### Sequential cells grouped by signal name, run 1

Scale bar: 20 um.
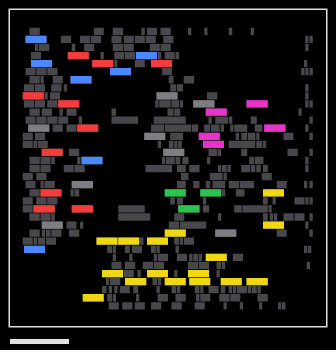
### Congestion heat map, run 1

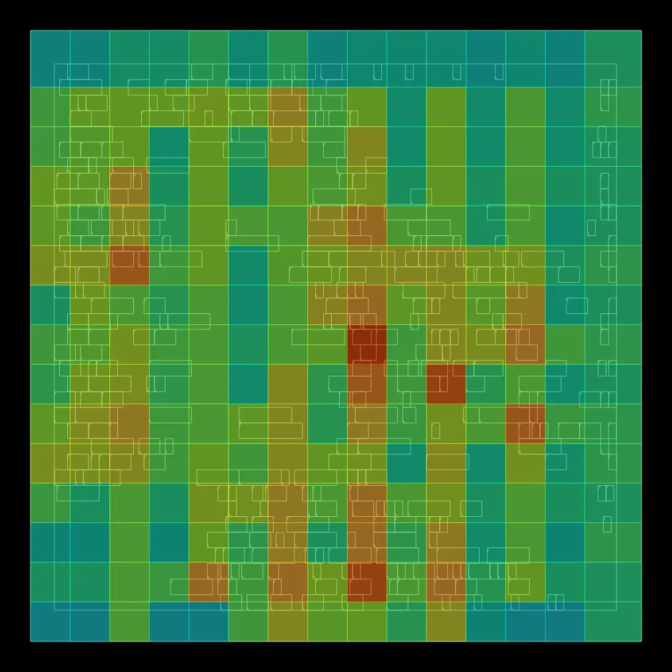
### Logic cells by family, run 1

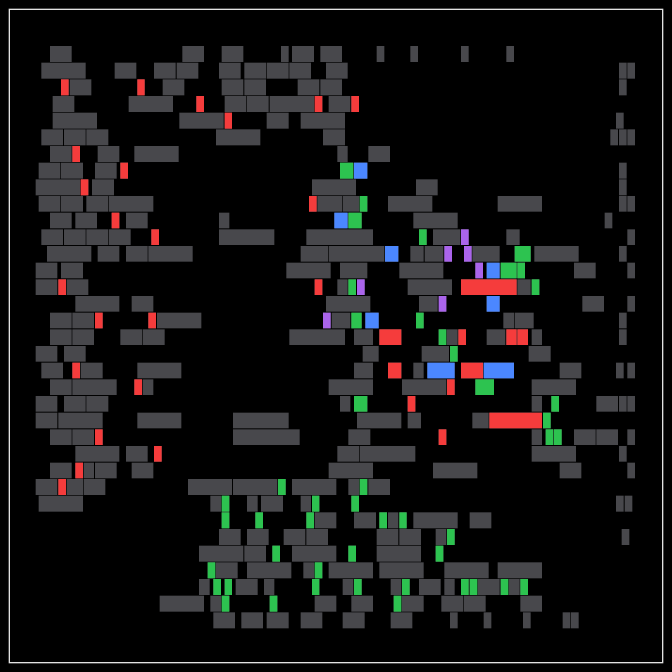
$ cat src/rtl/rotate_sched_pkg.sv
//==============================================================================
// Module : rotate_sched_pkg
// Brief  : Shared types and constants for the rotating-scandoubler SDRAM
//          scheduler (FSM encoding, burst lengths, burst command layout).
// Rev    : 1.0  initial release
//==============================================================================
`default_nettype none

package rotate_sched_pkg;

    localparam int c_WR_BURST = 16;
    localparam int c_RD_BURST = 8;

    localparam logic [2:0] c_ST_IDLE    = 3'd0;
    localparam logic [2:0] c_ST_WR_CMD  = 3'd1;
    localparam logic [2:0] c_ST_WR_DATA = 3'd2;
    localparam logic [2:0] c_ST_RD_CMD  = 3'd3;
    localparam logic [2:0] c_ST_RD_DATA = 3'd4;

    typedef struct packed {
        logic       we;
        logic       frame;
        logic [9:0] row;
        logic [9:0] col;
        logic [4:0] len;
    } mem_cmd_t;

endpackage

`default_nettype wire

$ cat src/rtl/rotate_sched_stats.sv
//==============================================================================
// Module : rotate_sched_stats
// Brief  : Saturating write-stall and read-gap cycle counters, cleared on
//          reset and whenever the write frame select toggles.
// Rev    : 1.0  initial release
//==============================================================================
`default_nettype none

module rotate_sched_stats (
    input  logic        clk_sys,
    input  logic        reset_n,
    input  logic        vidin_req,
    input  logic        vidout_req,
    input  logic        vidin_frame,
    input  logic        in_wr,
    input  logic        in_idle,
    output logic [15:0] stat_wr_stall,
    output logic [15:0] stat_rd_gap
);

    logic        r_frame_q;
    logic [15:0] r_wr_stall;
    logic [15:0] r_rd_gap;
    logic        w_frame_toggle;

    assign w_frame_toggle = (vidin_frame != r_frame_q);

    always_ff @(posedge clk_sys) begin
        if (!reset_n) begin
            r_frame_q  <= 1'b0;
            r_wr_stall <= 16'd0;
            r_rd_gap   <= 16'd0;
        end else begin
            r_frame_q <= vidin_frame;
            if (w_frame_toggle) begin
                r_wr_stall <= 16'd0;
                r_rd_gap   <= 16'd0;
            end else begin
                if (vidin_req && !in_wr && (r_wr_stall != 16'hFFFF))
                    r_wr_stall <= r_wr_stall + 16'd1;
                if (vidout_req && (in_idle || in_wr) && (r_rd_gap != 16'hFFFF))
                    r_rd_gap <= r_rd_gap + 16'd1;
            end
        end
    end

    assign stat_wr_stall = r_wr_stall;
    assign stat_rd_gap   = r_rd_gap;

endmodule

`default_nettype wire

$ cat src/rtl/rotate_sdram_sched.sv
//==============================================================================
// Module : rotate_sdram_sched
// Brief  : Arbitrates write bursts (vidin) and read bursts (vidout) onto one
//          SDRAM burst port; read priority with a write-starvation limit.
//          Optional statistics: define ROTATE_SDRAM_SCHED_STATS_EN.
// Rev    : 1.0  initial release
//==============================================================================
`default_nettype none

module rotate_sdram_sched
    import rotate_sched_pkg::*;
#(
    parameter int MAX_RD_RUN = 4,
    parameter int RD_BURST   = c_RD_BURST,
    parameter int WR_BURST   = c_WR_BURST
) (
    input  logic        clk_sys,
    input  logic        reset_n,
    input  logic        vidin_req,
    input  logic        vidin_frame,
    input  logic [9:0]  vidin_row,
    input  logic [9:0]  vidin_col,
    input  logic [15:0] vidin_d,
    output logic        vidin_ack,
    input  logic        vidout_req,
    input  logic        vidout_frame,
    input  logic [9:0]  vidout_row,
    input  logic [9:0]  vidout_col,
    output logic [15:0] vidout_d,
    output logic        vidout_ack,
    output logic        mem_cmd_valid,
    input  logic        mem_cmd_ready,
    output logic        mem_cmd_we,
    output logic        mem_cmd_frame,
    output logic [9:0]  mem_cmd_row,
    output logic [9:0]  mem_cmd_col,
    output logic [4:0]  mem_cmd_len,
    output logic [15:0] mem_wdata,
    input  logic        mem_wack,
    input  logic [15:0] mem_rdata,
    input  logic        mem_rvalid,
    output logic [15:0] stat_wr_stall,
    output logic [15:0] stat_rd_gap
);

    localparam int               c_RUN_W   = $clog2(MAX_RD_RUN + 1);
    localparam logic [c_RUN_W-1:0] c_RUN_MAX = c_RUN_W'(MAX_RD_RUN);
    localparam logic [c_RUN_W-1:0] c_RUN_ONE = c_RUN_W'(1);
    localparam logic [4:0]       c_WR_LEN  = 5'(WR_BURST);
    localparam logic [4:0]       c_RD_LEN  = 5'(RD_BURST);

    logic [2:0]         r_state;
    logic [c_RUN_W-1:0] r_rd_run;
    mem_cmd_t           r_cmd;
    logic [4:0]         r_cnt;
    logic               r_rd_pulse;
    logic               r_rd_ack;
    logic [15:0]        r_vidout_d;

    logic w_rd_grant;
    logic w_wr_word;
    logic w_rd_word;
    logic w_unused;

    // Low column bits are implied zero by burst alignment.
    assign w_unused   = ^{vidin_col[3:0], vidout_col[2:0]};

    assign w_rd_grant = vidout_req && (!vidin_req || (r_rd_run < c_RUN_MAX));
    assign w_wr_word  = (r_state == c_ST_WR_DATA) && mem_wack;
    assign w_rd_word  = (r_state == c_ST_RD_DATA) && mem_rvalid && (r_cnt != c_RD_LEN);

    always_ff @(posedge clk_sys) begin
        if (!reset_n) begin
            r_state    <= c_ST_IDLE;
            r_rd_run   <= '0;
            r_cmd      <= '0;
            r_cnt      <= 5'd0;
            r_rd_pulse <= 1'b0;
            r_rd_ack   <= 1'b0;
            r_vidout_d <= 16'd0;
        end else begin
            r_rd_pulse <= 1'b0;
            r_rd_ack   <= 1'b0;
            if (w_rd_word) begin
                r_vidout_d <= mem_rdata;
                r_rd_pulse <= 1'b1;
                r_rd_ack   <= vidout_req;
            end

            case (r_state)
                c_ST_IDLE: begin
                    if (w_rd_grant) begin
                        r_state <= c_ST_RD_CMD;
                        r_cmd   <= '{we: 1'b0, frame: vidout_frame, row: vidout_row,
                                     col: {vidout_col[9:3], 3'b000}, len: c_RD_LEN};
                    end else if (vidin_req) begin
                        r_state <= c_ST_WR_CMD;
                        r_cmd   <= '{we: 1'b1, frame: vidin_frame, row: vidin_row,
                                     col: {vidin_col[9:4], 4'b0000}, len: c_WR_LEN};
                    end
                    // The run only counts reads that actually held off a write.
                    if (vidin_req && w_rd_grant) begin
                        if (r_rd_run != c_RUN_MAX)
                            r_rd_run <= r_rd_run + c_RUN_ONE;
                    end else begin
                        r_rd_run <= '0;
                    end
                end
                c_ST_WR_CMD: begin
                    if (mem_cmd_ready) begin
                        r_state <= c_ST_WR_DATA;
                        r_cnt   <= 5'd0;
                    end
                end
                c_ST_RD_CMD: begin
                    if (mem_cmd_ready) begin
                        r_state <= c_ST_RD_DATA;
                        r_cnt   <= 5'd0;
                    end
                end
                c_ST_WR_DATA: begin
                    if (mem_wack) begin
                        r_cnt <= r_cnt + 5'd1;
                        if (r_cnt == c_WR_LEN - 5'd1)
                            r_state <= c_ST_IDLE;
                    end
                end
                c_ST_RD_DATA: begin
                    if (w_rd_word)
                        r_cnt <= r_cnt + 5'd1;
                    // Leave once the last word's (possibly suppressed) ack has issued.
                    if (r_rd_pulse && (r_cnt == c_RD_LEN))
                        r_state <= c_ST_IDLE;
                end
                default: r_state <= c_ST_IDLE;
            endcase
        end
    end

    assign mem_cmd_valid = (r_state == c_ST_WR_CMD) || (r_state == c_ST_RD_CMD);
    assign mem_cmd_we    = r_cmd.we;
    assign mem_cmd_frame = r_cmd.frame;
    assign mem_cmd_row   = r_cmd.row;
    assign mem_cmd_col   = r_cmd.col;
    assign mem_cmd_len   = r_cmd.len;
    assign mem_wdata     = vidin_d;
    assign vidin_ack     = w_wr_word;
    assign vidout_ack    = r_rd_ack;
    assign vidout_d      = r_vidout_d;

`ifdef ROTATE_SDRAM_SCHED_STATS_EN
    logic w_in_wr;
    logic w_in_idle;

    assign w_in_wr   = (r_state == c_ST_WR_CMD) || (r_state == c_ST_WR_DATA);
    assign w_in_idle = (r_state == c_ST_IDLE);

    rotate_sched_stats u_stats (
        .clk_sys       (clk_sys),
        .reset_n       (reset_n),
        .vidin_req     (vidin_req),
        .vidout_req    (vidout_req),
        .vidin_frame   (vidin_frame),
        .in_wr         (w_in_wr),
        .in_idle       (w_in_idle),
        .stat_wr_stall (stat_wr_stall),
        .stat_rd_gap   (stat_rd_gap)
    );
`else
    assign stat_wr_stall = 16'd0;
    assign stat_rd_gap   = 16'd0;
`endif

endmodule

`default_nettype wire
$ cat config.mk
export PLATFORM = sky130hd
export DESIGN_NAME = rotate_sdram_sched
export DESIGN_NICKNAME = d
export VERILOG_FILES = /design/src/rtl/rotate_sched_pkg.sv /design/src/rtl/rotate_sched_stats.sv /design/src/rtl/rotate_sdram_sched.sv
export SDC_FILE = /design/constraint.sdc
export NUM_CORES = 1
export LEC_CHECK = 0
export CAP_MARGIN = 10
export CORE_MARGIN = 4
export CORE_UTILIZATION = 25
export CTS_BUF_LIST = sky130_fd_sc_hd__clkbuf_16
export CTS_CLUSTER_SIZE = 10
export DETAILED_ROUTE_END_ITERATION = 6
export SYNTH_ARGS = -nofsm -noshare
export SYNTH_HDL_FRONTEND = slang
export SYNTH_HIERARCHICAL = 1
export SYNTH_SLANG_ARGS = --single-unit
$ cat constraint.sdc
create_clock -name clk_sys -period 5.6 [get_ports clk_sys]
set_clock_uncertainty 0.1 [all_clocks]
set_input_delay 0.56 -clock clk_sys [delete_from_list [all_inputs] [get_ports clk_sys]]
set_output_delay 0.56 -clock clk_sys [all_outputs]
set_load 0.005 [all_outputs]
==> job_summary.md, run 1 <==
### Flow metrics

| Metric | Value |
|---|---|
| Critical Path Sink | `vidin_ack` |
| Critical path type | `in2out` |
| TritonCTS buffer count | `5` |
| Maximum vdd drop | `167 uV` |
| Worst-case reg-to-reg path depth | `4` |
| Top layer in use | `met4` |
| Latency at later pin | `280 ps` |
| Reg2reg start | `r_state[1]` |
| Vias | `2073` |
| Pint | `736 uW` |
| Met1 Wirelength | `2670 um` |
| CP delay by family, top | `buffers and inverters` |
| Clk pin slew, worst setup/hold paths | `70 ps` |
| Commonest cells in the netlist | `buf_4 (57), dfxtp_1 (49), nand2_1 (40), nor2_1 (26), a21oi_1 (23)` |
| DRC | `0` |
| Status | `complete, no violations` |
| ClkCell Share | `5.59%` |
| Drt pass-1 iters | `7` |
| Min-delay worst type | `reg2reg` |
| Hold WS | `354 ps` |
| TNS Setup | `0 ps` |
| # IOs | `175` |
| CP most frequent cell | `clkdlybuf4s50_1` |
| Post-synthesis average cell area | `8.72 um^2` |
| Diode count | `0` |
| HP Start | `vidout_d[14]` |
| Gr ovfl total | `0` |
| Comb_multi_in | `188` |
| H-tree Lvls | `2` |
| Yosys cell types | `38` |
| Flops out of synthesis | `49` |
| Non-Clock Inverter Count | `7` |
| Placer congestion estimate | `0.738` |
| Crit path cell chain | `clkdlybuf4s50_1 > and4bb_2 > clkdlybuf4s50_1` |
| CTS tree | `built` |
| # rows | `35` |
| Mapped cell area | `2420 um^2` |
| Sw Ratio | `24.4%` |
| Placed Cells incl. Taps | `471` |
| Max reg flops | `16` |
| Yosys warning tally | `6` |
| Endpoint, Worst Hold | `vidout_d[14]` |
| Placed Instance Area | `3210 um^2` |
| Largest stage delay on the critical path | `520 ps` |
| R2R setup slack | `3260 ps` |
| Area growth from synthesis to layout | `40.4%` |
| Power consumption | `974 uW` |
| Cells in synth_stat.txt | `278` |
| Worst slew pin tran | `901 ps` |
| Non-clock buffer share | `28.8%` |
| Clock buffer depth | `2` |
| Ao+oa area frac | `16.0%` |
| Reg power frac | `40.4%` |
| CTS Hold Buffers Added | `0` |
| Static Leakage | `0.00126 uW` |
| Yosys simple share | `18.3%` |
| Fillers | `964` |
| Place WS | `2870 ps` |
| Die Y | `106 um` |
| Synth top cell by count | `buf_4` |
| Worst R2R End | `r_state[1]` |
| WP data required | `4940 ps` |
| Xor/xnor share | `0.723%` |
| Synth Area in Adders | `2.58%` |
| CP Depth | `3` |
| Buffers excl. clock | `98` |
| CP Launch Type | `primary input` |
| Clk root buf | `clkbuf_16` |
| Post-Synthesis Cells | `278` |
| Final Hold Fails | `0` |
| Clock Sinks | `49` |
| Endpoint type of the worst setup path | `primary output` |
| Setup slack after layout | `3080 ps` |
| DRT Wirelength | `6320 um` |
| Seq_cells | `49` |
| Final Cell Area | `3400 um^2` |
| DRT iter0 DRCs | `101` |
| RSZ-0062 raised after global routing | `no` |
| Combinational share of power | `20.0%` |
| Min Tclk post-route | `2520 ps` |
| Worst Setup SP | `mem_wack` |
| Stage-log warning count | `36` |
| Vias in the first global route | `2089` |
| N_taps | `129` |
| Post-synth area from yosys stat | `2420 um^2` |
| Share of layout cells above drive strength 1 | `4.86%` |
| Synth Seq Share | `40.5%` |
| Die width | `106 um` |
| Final tally of max-slew violations | `0` |
| CP Max Fanout | `3` |
| Power per cell area | `286 nW/um^2` |
| Final worst path period share | `45.1%` |
| Vias per std cell | `4.33` |
| Setup violations, final | `0` |
| Floorplan Utilization | `26.0%` |
| Slew HR | `39.7%` |
| Crit-path slowest cell | `clkdlybuf4s50_1` |
| Chip area | `11300 um^2` |
| Resized Gates After CTS | `0` |
| # port buffers | `97` |
| Top Consumer | `sequential cells` |
| Top FF cell, synth | `dfxtp_1` |
| NetSw | `238 uW` |
| CP Buf/Inv Count | `2` |
| Largest net degree at the start of global routing | `47` |
-- 'Sequential cells grouped by signal name' (at the start) --
- magenta: r_cnt (placed flops 5)
- green: r_state (placed flops 3)
- red: mem_cmd_row (placed flops 10)
- yellow: vidout_d (placed flops 16)
- blue: mem_cmd_col (placed flops 7)
- not colored: 8
FF+latch area: 981 um^2
Final Util: 36.5%
seq pwr: 393 uW
flop share of the area: 28.8%

-- 'Congestion heat map' (at the start) --
met3 Use GR: 4.01%
GR Util All Layers: 10.8%
busiest layer in global routing: met2
GR Layer Usage met2: 18.4%
GRT met1 Usage: 13.0%

-- 'Logic cells by family' (at the start) --
- green: NAND gates (cells 47)
- red: NOR gates (cells 33)
- blue: AND and OR gates (cells 8)
- purple: inverters (cells 7)
most numerous logic cell after layout: clkdlybuf4s50_1
post-route insts no fill: 479
combinational share of cell area: 31.3%

--- run 2 (diff from run 1) ---
==> constraint.sdc (replaced) <==
create_clock -name clk_sys -period 2.4 [get_ports clk_sys]
set_clock_uncertainty 0.1 [all_clocks]
set_input_delay 0.24 -clock clk_sys [delete_from_list [all_inputs] [get_ports clk_sys]]
set_output_delay 0.24 -clock clk_sys [all_outputs]
set_load 0.005 [all_outputs]
==> job_summary.md, run 2 <==
### Flow metrics

| Metric | Value |
|---|---|
| Yosys simple share | `18.3% (unchanged)` |
| DRT Wirelength | `6300 um (was 6320 um)` |
| Floorplan Utilization | `26.0% (unchanged)` |
| Diode count | `0 (unchanged)` |
| Placed Cells incl. Taps | `475 (was 471)` |
| Clk pin slew, worst setup/hold paths | `60 ps (was 70 ps)` |
| Place WS | `406 ps (was 2870 ps)` |
| Mapped cell area | `2420 um^2 (unchanged)` |
| Worst slew pin tran | `703 ps (was 901 ps)` |
| NetSw | `547 uW (was 238 uW)` |
| Final tally of max-slew violations | `0 (unchanged)` |
| Yosys warning tally | `6 (unchanged)` |
| Min Tclk post-route | `2080 ps` |
| Hold WS | `354 ps (about the same)` |
| Pint | `1510 uW (was 736 uW)` |
| Final Util | `36.2% (was 36.5%)` |
| H-tree Lvls | `2 (unchanged)` |
| Maximum vdd drop | `296 uV (was 167 uV)` |
| Resized Gates After CTS | `0 (unchanged)` |
| Clock buffer depth | `2 (unchanged)` |
| Endpoint type of the worst setup path | `primary output (unchanged)` |
| CP delay by family, top | `flip-flops (was buffers and inverters)` |
| Synth Seq Share | `40.5% (unchanged)` |
| WP data required | `2060 ps (was 4940 ps)` |
| Top layer in use | `met4 (unchanged)` |
| Final Hold Fails | `0 (unchanged)` |
| Synth top cell by count | `buf_4 (unchanged)` |
| Buffers excl. clock | `102 (was 98)` |
| Top FF cell, synth | `dfxtp_1 (unchanged)` |
| CP Buf/Inv Count | `1 (was 2)` |
| Cells in synth_stat.txt | `278 (unchanged)` |
| Drt pass-1 iters | `6 (was 7)` |
| Fillers | `966 (was 964)` |
| Commonest cells in the netlist | `buf_4 (57), dfxtp_1 (49), nand2_1 (40), nor2_1 (26), a21oi_1 (23) (unchanged)` |
| GR Layer Usage met2 | `18.8% (was 18.4%)` |
| Final Cell Area | `3380 um^2 (was 3400 um^2)` |
| R2R setup slack | `400 ps (was 3260 ps)` |
| Non-clock buffer share | `29.8% (was 28.8%)` |
| Synth Area in Adders | `2.58% (unchanged)` |
| Gr ovfl total | `0 (unchanged)` |
| # port buffers | `97 (unchanged)` |
| Vias per std cell | `4.37 (was 4.33)` |
| Area growth from synthesis to layout | `39.5% (was 40.4%)` |
| HP Start | `vidout_d[8] (was vidout_d[14])` |
| Largest net degree at the start of global routing | `30 (was 47)` |
| Die Y | `106 um (unchanged)` |
| Placer congestion estimate | `0.681 (was 0.738)` |
| Sw Ratio | `26.6% (was 24.4%)` |
| Final worst path period share | `86.5%` |
| CP Max Fanout | `12 (was 3)` |
| GR Util All Layers | `10.8% (about the same)` |
| CP Launch Type | `flip-flop (was primary input)` |
| Setup slack after layout | `324 ps (was 3080 ps)` |
| Vias | `2110 (was 2073)` |
| # rows | `35 (unchanged)` |
| Share of layout cells above drive strength 1 | `5.65% (was 4.86%)` |
| Power consumption | `2050 uW (was 974 uW)` |
| Clk root buf | `clkbuf_16 (unchanged)` |
| Status | `complete, no violations (unchanged)` |
| Crit-path slowest cell | `dfxtp_1 (was clkdlybuf4s50_1)` |
| Chip area | `11300 um^2 (unchanged)` |
| Largest logic family | `buffers and inverters (unchanged)` |
| Worst-case reg-to-reg path depth | `6 (was 4)` |
| # IOs | `175 (unchanged)` |
| Met3 Use GR | `4.43% (was 4.01%)` |
| Clock Sinks | `49 (unchanged)` |
| Post-synthesis average cell area | `8.72 um^2 (unchanged)` |
| CTS tree | `built (unchanged)` |
| Power per cell area | `607 nW/um^2 (was 286 nW/um^2)` |
| Placed Instance Area | `3240 um^2 (was 3210 um^2)` |
| Post-Synthesis Cells | `278 (unchanged)` |
| Worst Setup SP | `r_state[1] (was mem_wack)` |
| GRT met1 Usage | `12.3% (was 13.0%)` |
| Slew HR | `53.2% (was 39.7%)` |
| Comb_multi_in | `188 (unchanged)` |
| Most numerous logic cell after layout | `clkdlybuf4s50_1 (unchanged)` |
| Flops out of synthesis | `49 (unchanged)` |
| Combinational share of power | `22.4% (was 20.0%)` |
| N_taps | `129 (unchanged)` |
| DRC | `0 (unchanged)` |
| Post-synth area from yosys stat | `2420 um^2 (unchanged)` |
| DRT iter0 DRCs | `148 (was 101)` |
| Critical Path Sink | `vidin_ack (unchanged)` |
| Non-Clock Inverter Count | `7 (unchanged)` |
| TritonCTS buffer count | `5 (unchanged)` |
| Worst R2R End | `r_cnt[3] (was r_state[1])` |
| Crit path cell chain | `and4bb_2 > clkdlybuf4s50_1 (was clkdlybuf4s50_1 > and4bb_2 > clkdlybuf4s50_1)` |
| RSZ-0062 raised after global routing | `no (unchanged)` |
| Yosys cell types | `38 (unchanged)` |
| Reg power frac | `44.7% (was 40.4%)` |
| Die width | `106 um (unchanged)` |
| Setup violations, final | `0 (unchanged)` |
| Stage-log warning count | `36 (unchanged)` |
| Vias in the first global route | `2019 (was 2089)` |
| FF+latch area | `981 um^2 (unchanged)` |
| Busiest layer in global routing | `met2 (unchanged)` |
| Ao+oa area frac | `16.0% (unchanged)` |
| Seq_cells | `49 (unchanged)` |
| TNS Setup | `0 ps (unchanged)` |
| Endpoint, Worst Hold | `vidout_d[8] (was vidout_d[14])` |
| CTS Hold Buffers Added | `0 (unchanged)` |
| ClkCell Share | `4.11% (was 5.59%)` |
| Xor/xnor share | `0.723% (unchanged)` |
| Static Leakage | `0.00126 uW (about the same)` |
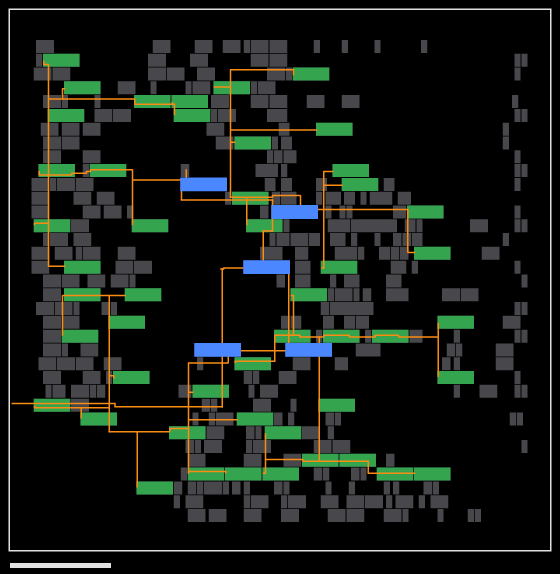
*Clock network drawn from the DEF, run 2*
Scale bar: 20 um.
- blue: cells driving clock nets (count 5)
- green: flip-flops (count 49)
- orange: clock wires (length 684 um)
- routed clock nets: 6
Clock Power Share: 32.9%
Latency at later pin: 280 ps
Clk power: 675 uW

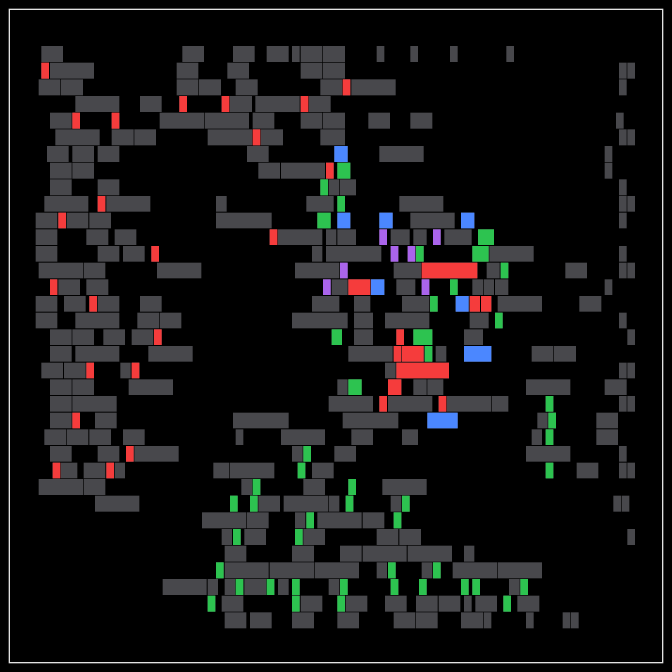
*Logic cells by family, run 2*
- red: NOR gates (cells 33)
- blue: AND and OR gates (cells 8)
- purple: inverters (cells 7)
- green: NAND gates (cells 47)
post-route insts no fill: 483
combinational share of cell area: 31.5%

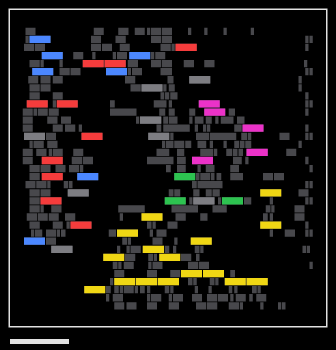
*Sequential cells grouped by signal name, run 2*
Scale bar: 20 um.
- red: mem_cmd_row (placed flops 10)
- blue: mem_cmd_col (placed flops 7)
- green: r_state (placed flops 3)
- yellow: vidout_d (placed flops 16; where bottom middle)
- magenta: r_cnt (placed flops 5)
- not colored: 8
seq pwr: 917 uW
flop share of the area: 29.0%

Power is estimated from default activity; no workload was simulated.
